<file path="src/rtl/hazard_stall_ctrl.sv">
// Pipeline sequencing controller: load-use bubbles, branch squash,
// data-memory wait with timeout and a saturating stall counter.
module hazard_stall_ctrl #(
  parameter int REG_ADDR_W  = 5,
  parameter int MEM_TIMEOUT = 16,
  parameter int CNT_W       = 16
) (
  input  logic                  clk,
  input  logic                  rst_n,
  input  logic [REG_ADDR_W-1:0] id_rs,
  input  logic [REG_ADDR_W-1:0] id_rt,
  input  logic                  id_uses_rt,
  input  logic                  ex_mem_read,
  input  logic [REG_ADDR_W-1:0] ex_rt,
  input  logic                  branch_taken,
  input  logic                  mem_req,
  input  logic                  mem_ready,
  output logic                  pc_write,
  output logic                  ifid_write,
  output logic                  en_single,
  output logic                  ifid_flush,
  output logic                  pipe_hold,
  output logic                  mem_timeout,
  output logic [CNT_W-1:0]      stall_cycles
);

  localparam int WC_W = $clog2(MEM_TIMEOUT) + 1;
  localparam logic [WC_W-1:0] WC_LAST = WC_W'(MEM_TIMEOUT - 1);

  typedef enum logic [1:0] {
    RUN      = 2'd0,
    MEM_WAIT = 2'd1,
    ERR      = 2'd2
  } state_e;

  state_e            state_q, state_d;
  logic [WC_W-1:0]   wait_cnt_q, wait_cnt_d;
  logic              mem_timeout_q, mem_timeout_d;
  logic [CNT_W-1:0]  stall_cycles_q, stall_cycles_d;

  logic load_use;
  logic mem_stall;
  logic sel_err, sel_hold, sel_br, sel_lu;
  logic pc_w, ifid_w, en_s, flush, hold;

  // Hazard detection on the current ID/EX operands
  always_comb begin
    load_use  = ex_mem_read & (ex_rt != '0) &
                ((ex_rt == id_rs) |
                 (id_uses_rt & (ex_rt == id_rt)));
    mem_stall = mem_req & ~mem_ready;
  end

  // Select which hazard wins this cycle and compute next state
  always_comb begin
    sel_err        = 1'b0;
    sel_hold       = 1'b0;
    sel_br         = 1'b0;
    sel_lu         = 1'b0;
    state_d        = state_q;
    wait_cnt_d     = wait_cnt_q;
    mem_timeout_d  = mem_timeout_q;
    unique case (state_q)
      RUN: begin
        if (mem_stall) begin
          sel_hold   = 1'b1;
          state_d    = MEM_WAIT;
          wait_cnt_d = WC_W'(1);
        end else begin
          sel_br = branch_taken;
          sel_lu = ~branch_taken & load_use;
        end
      end
      MEM_WAIT: begin
        if (mem_stall) begin
          sel_hold   = 1'b1;
          wait_cnt_d = wait_cnt_q + WC_W'(1);
          if (wait_cnt_q == WC_LAST) begin
            state_d       = ERR;
            mem_timeout_d = 1'b1;
          end
        end else begin
          state_d    = RUN;
          wait_cnt_d = '0;
          sel_br     = branch_taken;
          sel_lu     = ~branch_taken & load_use;
        end
      end
      ERR: begin
        sel_err = 1'b1;
      end
      default: begin
        sel_err = 1'b1;
        state_d = ERR;
      end
    endcase
  end

  // Decode the winning hazard into pipeline control
  always_comb begin
    pc_w   = 1'b1;
    ifid_w = 1'b1;
    en_s   = 1'b1;
    flush  = 1'b0;
    hold   = 1'b0;
    unique case (1'b1)
      sel_err: begin
        pc_w   = 1'b0;
        ifid_w = 1'b0;
        en_s   = 1'b0;
        hold   = 1'b1;
      end
      sel_hold: begin
        pc_w   = 1'b0;
        ifid_w = 1'b0;
        hold   = 1'b1;
      end
      sel_br: begin
        flush = 1'b1;
        en_s  = 1'b0;
      end
      sel_lu: begin
        pc_w   = 1'b0;
        ifid_w = 1'b0;
        en_s   = 1'b0;
      end
      default: ;
    endcase
  end

  // Saturating count of cycles in which the PC is held
  always_comb begin
    stall_cycles_d = stall_cycles_q;
    if (!pc_w && (stall_cycles_q != {CNT_W{1'b1}}))
      stall_cycles_d = stall_cycles_q + CNT_W'(1);
  end

  // Outputs forced to a frozen, bubbled pipeline while in reset
  always_comb begin
    pc_write     = rst_n & pc_w;
    ifid_write   = rst_n & ifid_w;
    en_single    = rst_n & en_s;
    ifid_flush   = rst_n & flush;
    pipe_hold    = ~rst_n | hold;
    mem_timeout  = mem_timeout_q;
    stall_cycles = stall_cycles_q;
  end

  // State registers
  always_ff @(posedge clk or negedge rst_n) begin
    if (!rst_n) begin
      state_q        <= RUN;
      wait_cnt_q     <= '0;
      mem_timeout_q  <= 1'b0;
      stall_cycles_q <= '0;
    end else begin
      state_q        <= state_d;
      wait_cnt_q     <= wait_cnt_d;
      mem_timeout_q  <= mem_timeout_d;
      stall_cycles_q <= stall_cycles_d;
    end
  end

endmodule

</file>
<file path="config.mk">
export PLATFORM = sky130hd
export DESIGN_NAME = hazard_stall_ctrl
export DESIGN_NICKNAME = d
export VERILOG_FILES = /design/src/rtl/hazard_stall_ctrl.sv
export SDC_FILE = /design/constraint.sdc
export NUM_CORES = 1
export LEC_CHECK = 0
export CAP_MARGIN = 20
export CORE_MARGIN = 4
export CORE_UTILIZATION = 49
export CTS_CLUSTER_SIZE = 25
export DETAILED_ROUTE_END_ITERATION = 16
export PLACE_DENSITY = 0.84
export SYNTH_ARGS = -nofsm -noshare
export SYNTH_HDL_FRONTEND = slang
export SYNTH_SLANG_ARGS = --single-unit
</file>
<file path="constraint.sdc">
create_clock -name clk -period 5.17 [get_ports clk]
set_input_delay 1.2925 -clock clk [delete_from_list [all_inputs] [get_ports clk]]
set_output_delay 1.2925 -clock clk [all_outputs]
set_load 0.02 [all_outputs]
</file>
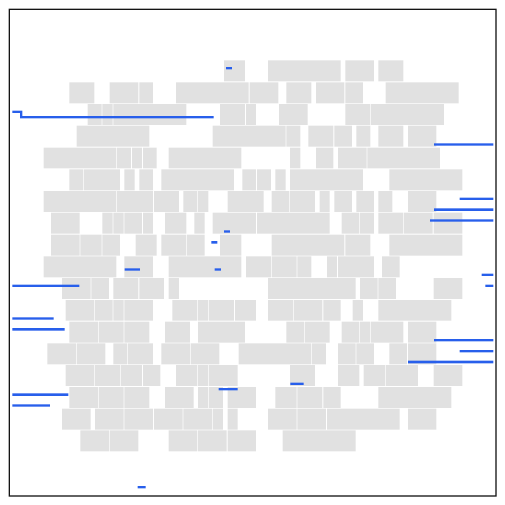
(run_1/layer_met3.png)
Scale: 8 px per µm. Cells faint in the background.
longest straight run = 23.9 µm
share of all routed wire = 3.4%
main direction = horizontal
wire length on this layer = 111 µm
nets with wire on the layer = 18

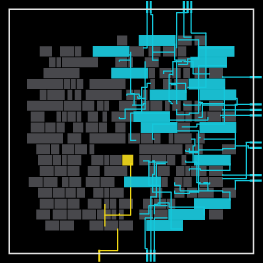
(run_1/io_fan.png)
Scale: 4 px per µm.
yellow -> pipe_hold  # bits 1, direction output, end cells 1, buffers 1, wire 35.8 µm
cyan -> stall_cycles  # bits 16, direction output, end cells 16, buffers 16, wire 621 µm

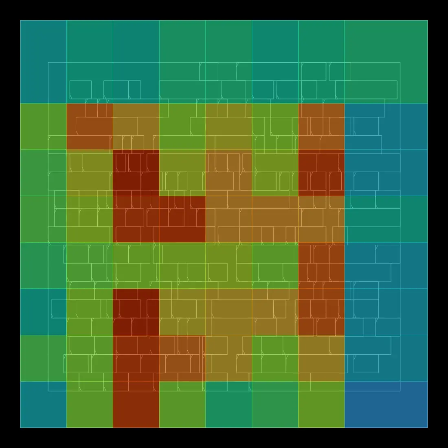
(run_1/congestion.png)
routed wire length per instance: 15.61 µm
combined global-route utilization of all metal layers: 19.74%
global-route layer with the greatest usage: met2
global routing met1 resource utilization: 21.44%

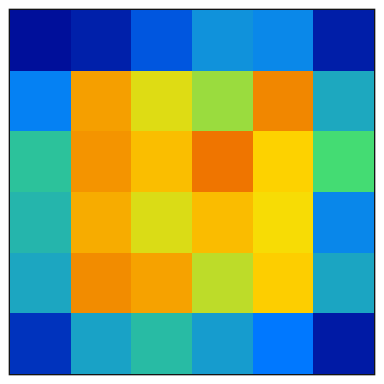
(run_1/cell_density.png)
Scale: 6 px per µm. 6 x 6 tiles, from dark blue (low) to red (high), 0 to 100% covered.
densest ninth of the die = center
emptiest ninth of the die = upper left
fullest tile = 87%

==> run 1: logic make-up after synthesis <==
logic type      Yosys count
mux                       4
simple gates             55
buf+inv                   7
fa+ha+maj                 3
xor+xnor                 20
compound gates           22
flops                    24
==> run 1: final timing paths <==
path | endpoint | slack [ns]
min in group asynchronous | state_q[1]$_DFFE_PN0P_ | 1.27
worst max-delay path | en_single | 0.24
worst min register to register | mem_timeout$_DFFE_PN0P_ | 0.48
worst min-delay path | mem_timeout$_DFFE_PN0P_ | 0.48
worst max register to register | stall_cycles[1]$_DFFE_PN0P_ | 3.13
max in group asynchronous | stall_cycles[0]$_DFFE_PN0P_ | 3.31
==> run 1: registers in the layout (all words and copies together), names as in the netlist <==
signal        count
stall_cycles     16
wait_cnt_q        5
state_q           2
mem_timeout       1
==> run 1: stage by stage <==
| step | cells | power, mW | worst slack (ns) | cell area, µm² | util, % |
|---|---|---|---|---|---|
| floorplan | 135 | 0.3413 | 1.148 | 1359 | - |
| finish | 209 | 0.5695 | 0.2392 | 1861 | 72.47 |
| global route | 209 | 0.6001 | 0.09562 | 1861 | 72.47 |
| detailed placement | 205 | 0.4358 | 0.2139 | 1808 | 70.42 |
| global placement | 205 | 0.4272 | 0.2991 | 1808 | 70.42 |
| CTS | 209 | 0.5746 | 0.2146 | 1861 | 72.47 |
==> run 1: power groups by stage <==
stage / Clock, mW / Sequential, mW / Combinational [mW]
floorplan: 0 / 0.273 / 0.0688
global placement: 0 / 0.248 / 0.179
detailed placement: 0 / 0.251 / 0.185
CTS: 0.142 / 0.246 / 0.186
global route: 0.147 / 0.252 / 0.200
finish: 0.140 / 0.247 / 0.183
==> report_table.html, run 1 <==
<h3>Flow metrics</h3>
<table>
<tr><th>Metric</th><th>Value</th></tr>
<tr><th colspan="2">Die</th></tr>
<tr><td>Number of core rows</td><td>18</td></tr>
<tr><td>Core outline area</td><td>2567 µm²</td></tr>
<tr><th colspan="2">Clocking</th></tr>
<tr><td>Master cell of the clock root buffer</td><td>sky130_fd_sc_hd__clkbuf_4</td></tr>
<tr><td>Max clock buf depth</td><td>2</td></tr>
<tr><td>Gates resized, CTS repair</td><td>0</td></tr>
<tr><th colspan="2">Routing</th></tr>
<tr><td>Length of routed wiring on met1</td><td>1.312 mm</td></tr>
<tr><th colspan="2">Run status</th></tr>
<tr><td>Status</td><td>completed</td></tr>
<tr><th colspan="2">Timing</th></tr>
<tr><td>Fmax</td><td>202.8 MHz</td></tr>
<tr><td>Pin slew with the least headroom to its limit</td><td>0.4915 ns</td></tr>
<tr><td>Setup violation total in the final timing report</td><td>0</td></tr>
<tr><th colspan="2">Final layout</th></tr>
<tr><td>Area added between synthesis and finish</td><td>36.92%</td></tr>
<tr><td>Number of multi-input combinational cells</td><td>104</td></tr>
<tr><td>Area taken by multi-input logic gates</td><td>720.7 µm²</td></tr>
<tr><td>CLK BUF</td><td>3</td></tr>
<tr><th colspan="2">GRT</th></tr>
<tr><td>Maximum number of pins on one net before global-route repair</td><td>19</td></tr>
<tr><th colspan="2">Synthesis</th></tr>
<tr><td>Synth area leaders</td><td>sky130_fd_sc_hd__dfrtp_1 (44%), sky130_fd_sc_hd__xnor2_1 (7.1%), sky130_fd_sc_hd__xor2_1 (5.8%)</td></tr>
<tr><td>Fraction of the mapped netlist area in simple logic gates</td><td>22.10%</td></tr>
<tr><th colspan="2">Power and ir drop</th></tr>
<tr><td>Leak Pwr</td><td>0.8054 nW</td></tr>
<tr><td>Proportion of power drawn by the clock network</td><td>24.6%</td></tr>
<tr><th colspan="2">Setup path</th></tr>
<tr><td>Arrival time at the worst endpoint</td><td>3.64 ns</td></tr>
</table>
==> run 1 -> run 2 <==
- ABC_CLOCK_PERIOD_IN_PS: default -> 5170
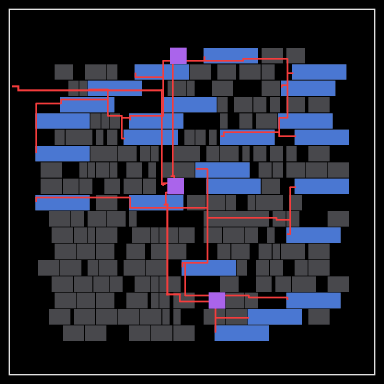
(run_2/clk_routes.png)
Scale: 6 px per µm.
red -> clock wires  # length 312 µm
purple -> clock drivers  # count 3
blue -> flip-flops  # count 24
routed clock nets = 4

==> run 2 against run 1 <==
Clock power about the same. Die area unchanged. Core utilization unchanged. Clock skew unchanged. Global-route usage unchanged. Area after synthesis unchanged. Setup slack unchanged. Cell count unchanged. Power unchanged. Non-clock buffer count unchanged. Sequential cell count unchanged. Maximum frequency unchanged. Largest cell class unchanged.
==> report_table.html, run 2 <==
<h3>Flow metrics</h3>
<table>
<tr><th>Metric</th><th>Value</th></tr>
<tr><th colspan="2">Power and ir drop</th></tr>
<tr><td>Largest voltage drop on the vdd net</td><td>0.0002637 V</td></tr>
<tr><td>Leak Pwr</td><td>0.8054 nW (unchanged)</td></tr>
<tr><th colspan="2">Final layout</th></tr>
<tr><td>Area taken by multi-input logic gates</td><td>720.7 µm² (unchanged)</td></tr>
<tr><td>Final Cell Area</td><td>1861 µm² (unchanged)</td></tr>
<tr><td>Largest register FFs</td><td>16 (unchanged)</td></tr>
<tr><td>Post-route insts no fill</td><td>209 (unchanged)</td></tr>
<tr><td>Core occupancy in the finished layout</td><td>72.47% (unchanged)</td></tr>
<tr><td>Area added between synthesis and finish</td><td>36.92% (unchanged)</td></tr>
<tr><th colspan="2">Setup path</th></tr>
<tr><td>Critical path launch point type</td><td>primary input</td></tr>
<tr><td>Critical path capture point type</td><td>output port</td></tr>
<tr><th colspan="2">Timing</th></tr>
<tr><td>Min setup slack post-route</td><td>0.2392 ns (unchanged)</td></tr>
<tr><td>Fmax</td><td>202.8 MHz (unchanged)</td></tr>
<tr><td>Post-route clock skew</td><td>0.003097 ns</td></tr>
<tr><td>Setup violation total in the final timing report</td><td>0 (unchanged)</td></tr>
<tr><th colspan="2">Clocking</th></tr>
<tr><td>Latency at later pin</td><td>0.33 ns</td></tr>
<tr><td>Worst-path clk slew</td><td>0.14 ns</td></tr>
<tr><td>Gates resized, CTS repair</td><td>0 (unchanged)</td></tr>
<tr><td>Num CTS Buffers</td><td>3</td></tr>
<tr><td>Max clock buf depth</td><td>2 (unchanged)</td></tr>
<tr><td>Master cell of the clock root buffer</td><td>sky130_fd_sc_hd__clkbuf_4</td></tr>
<tr><th colspan="2">GRT</th></tr>
<tr><td>Combined global-route utilization of all metal layers</td><td>19.74% (unchanged)</td></tr>
<tr><td>Maximum number of pins on one net before global-route repair</td><td>19 (unchanged)</td></tr>
<tr><th colspan="2">Synthesis</th></tr>
<tr><td>Area share, top type</td><td>44.20%</td></tr>
<tr><td>Net count entering floorplan</td><td>160</td></tr>
<tr><td>Synth area leaders</td><td>sky130_fd_sc_hd__dfrtp_1 (44%), sky130_fd_sc_hd__xnor2_1 (7.1%), sky130_fd_sc_hd__xor2_1 (5.8%)</td></tr>
<tr><td>Yosys top cell by instances</td><td>sky130_fd_sc_hd__dfrtp_1</td></tr>
<tr><td>Cell type with the largest total area</td><td>sky130_fd_sc_hd__dfrtp_1</td></tr>
<tr><td>Unique cell types</td><td>40</td></tr>
<tr><th colspan="2">Routing</th></tr>
<tr><td>Routed wire length per instance</td><td>15.61 µm (unchanged)</td></tr>
<tr><th colspan="2">Placed design</th></tr>
<tr><td>Cell Area, Placed</td><td>1808 µm² (unchanged)</td></tr>
<tr><td>Placed Instances</td><td>205 (unchanged)</td></tr>
<tr><td>Worst slack at placement</td><td>0.2139 ns (unchanged)</td></tr>
<tr><th colspan="2">Run status</th></tr>
<tr><td>Status</td><td>completed</td></tr>
<tr><th colspan="2">Die</th></tr>
<tr><td>Number of core rows</td><td>18 (unchanged)</td></tr>
<tr><td>Core outline area</td><td>2567 µm² (unchanged)</td></tr>
</table>
run 2: cell counts after synthesis:
No cell type changed its count.
run 2: where the power goes:
part           switching, mW  internal, mW  total [mW]
clock network         0.0615        0.0785       0.140
registers             0.0335         0.213       0.247
logic                 0.0882        0.0946       0.183
total                  0.183         0.386       0.569
run 2: area by class of cell:
class	count	share of cell area, %
well taps	30	2.017
multi-input cells	104	38.74
inverters	3	0.6052
clock buffers	3	1.210
flip-flops and latches	24	32.28
clock inverters	1	1.614
repair buffers	44	23.54
run 2: path summary, 6_finish.rpt:
| check | from | endpoint | slack, ns | cells past startpoint |
|---|---|---|---|---|
| max in group asynchronous | rst_n | stall_cycles[0]$_DFFE_PN0P_ | 3.31 | 2 |
| setup / recovery | ex_rt[1] | en_single | 0.24 | 7 |
| hold / removal | mem_timeout$_DFFE_PN0P_ | mem_timeout$_DFFE_PN0P_ | 0.48 | 1 |
| hold reg to reg | mem_timeout$_DFFE_PN0P_ | mem_timeout$_DFFE_PN0P_ | 0.48 | 1 |
| min in group asynchronous | rst_n | state_q[1]$_DFFE_PN0P_ | 1.27 | 1 |
| setup reg to reg | stall_cycles[3]$_DFFE_PN0P_ | stall_cycles[1]$_DFFE_PN0P_ | 3.13 | 6 |
run 2: logic make-up after synthesis:
| kind of cell | count (synthesis) | share of synthesized area [%] |
|---|---|---|
| compound gates | 22 | 11.79 |
| xor+xnor | 20 | 12.89 |
| fa+ha+maj | 3 | 2.763 |
| buf+inv | 7 | 2.763 |
| flops | 24 | 44.20 |
| mux | 4 | 3.499 |
| simple gates | 55 | 22.10 |
run 2: layer usage:
| metal | global-route usage (%) | share of wire [%] |
|---|---|---|
| met5 | 0 | 0 |
| met4 | 10.22 | 2.4 |
| met3 | 3.191 | 3.4 |
| met2 | 36.49 | 54 |
| met1 | 21.44 | 40 |
Power is estimated from default activity; no workload was simulated.
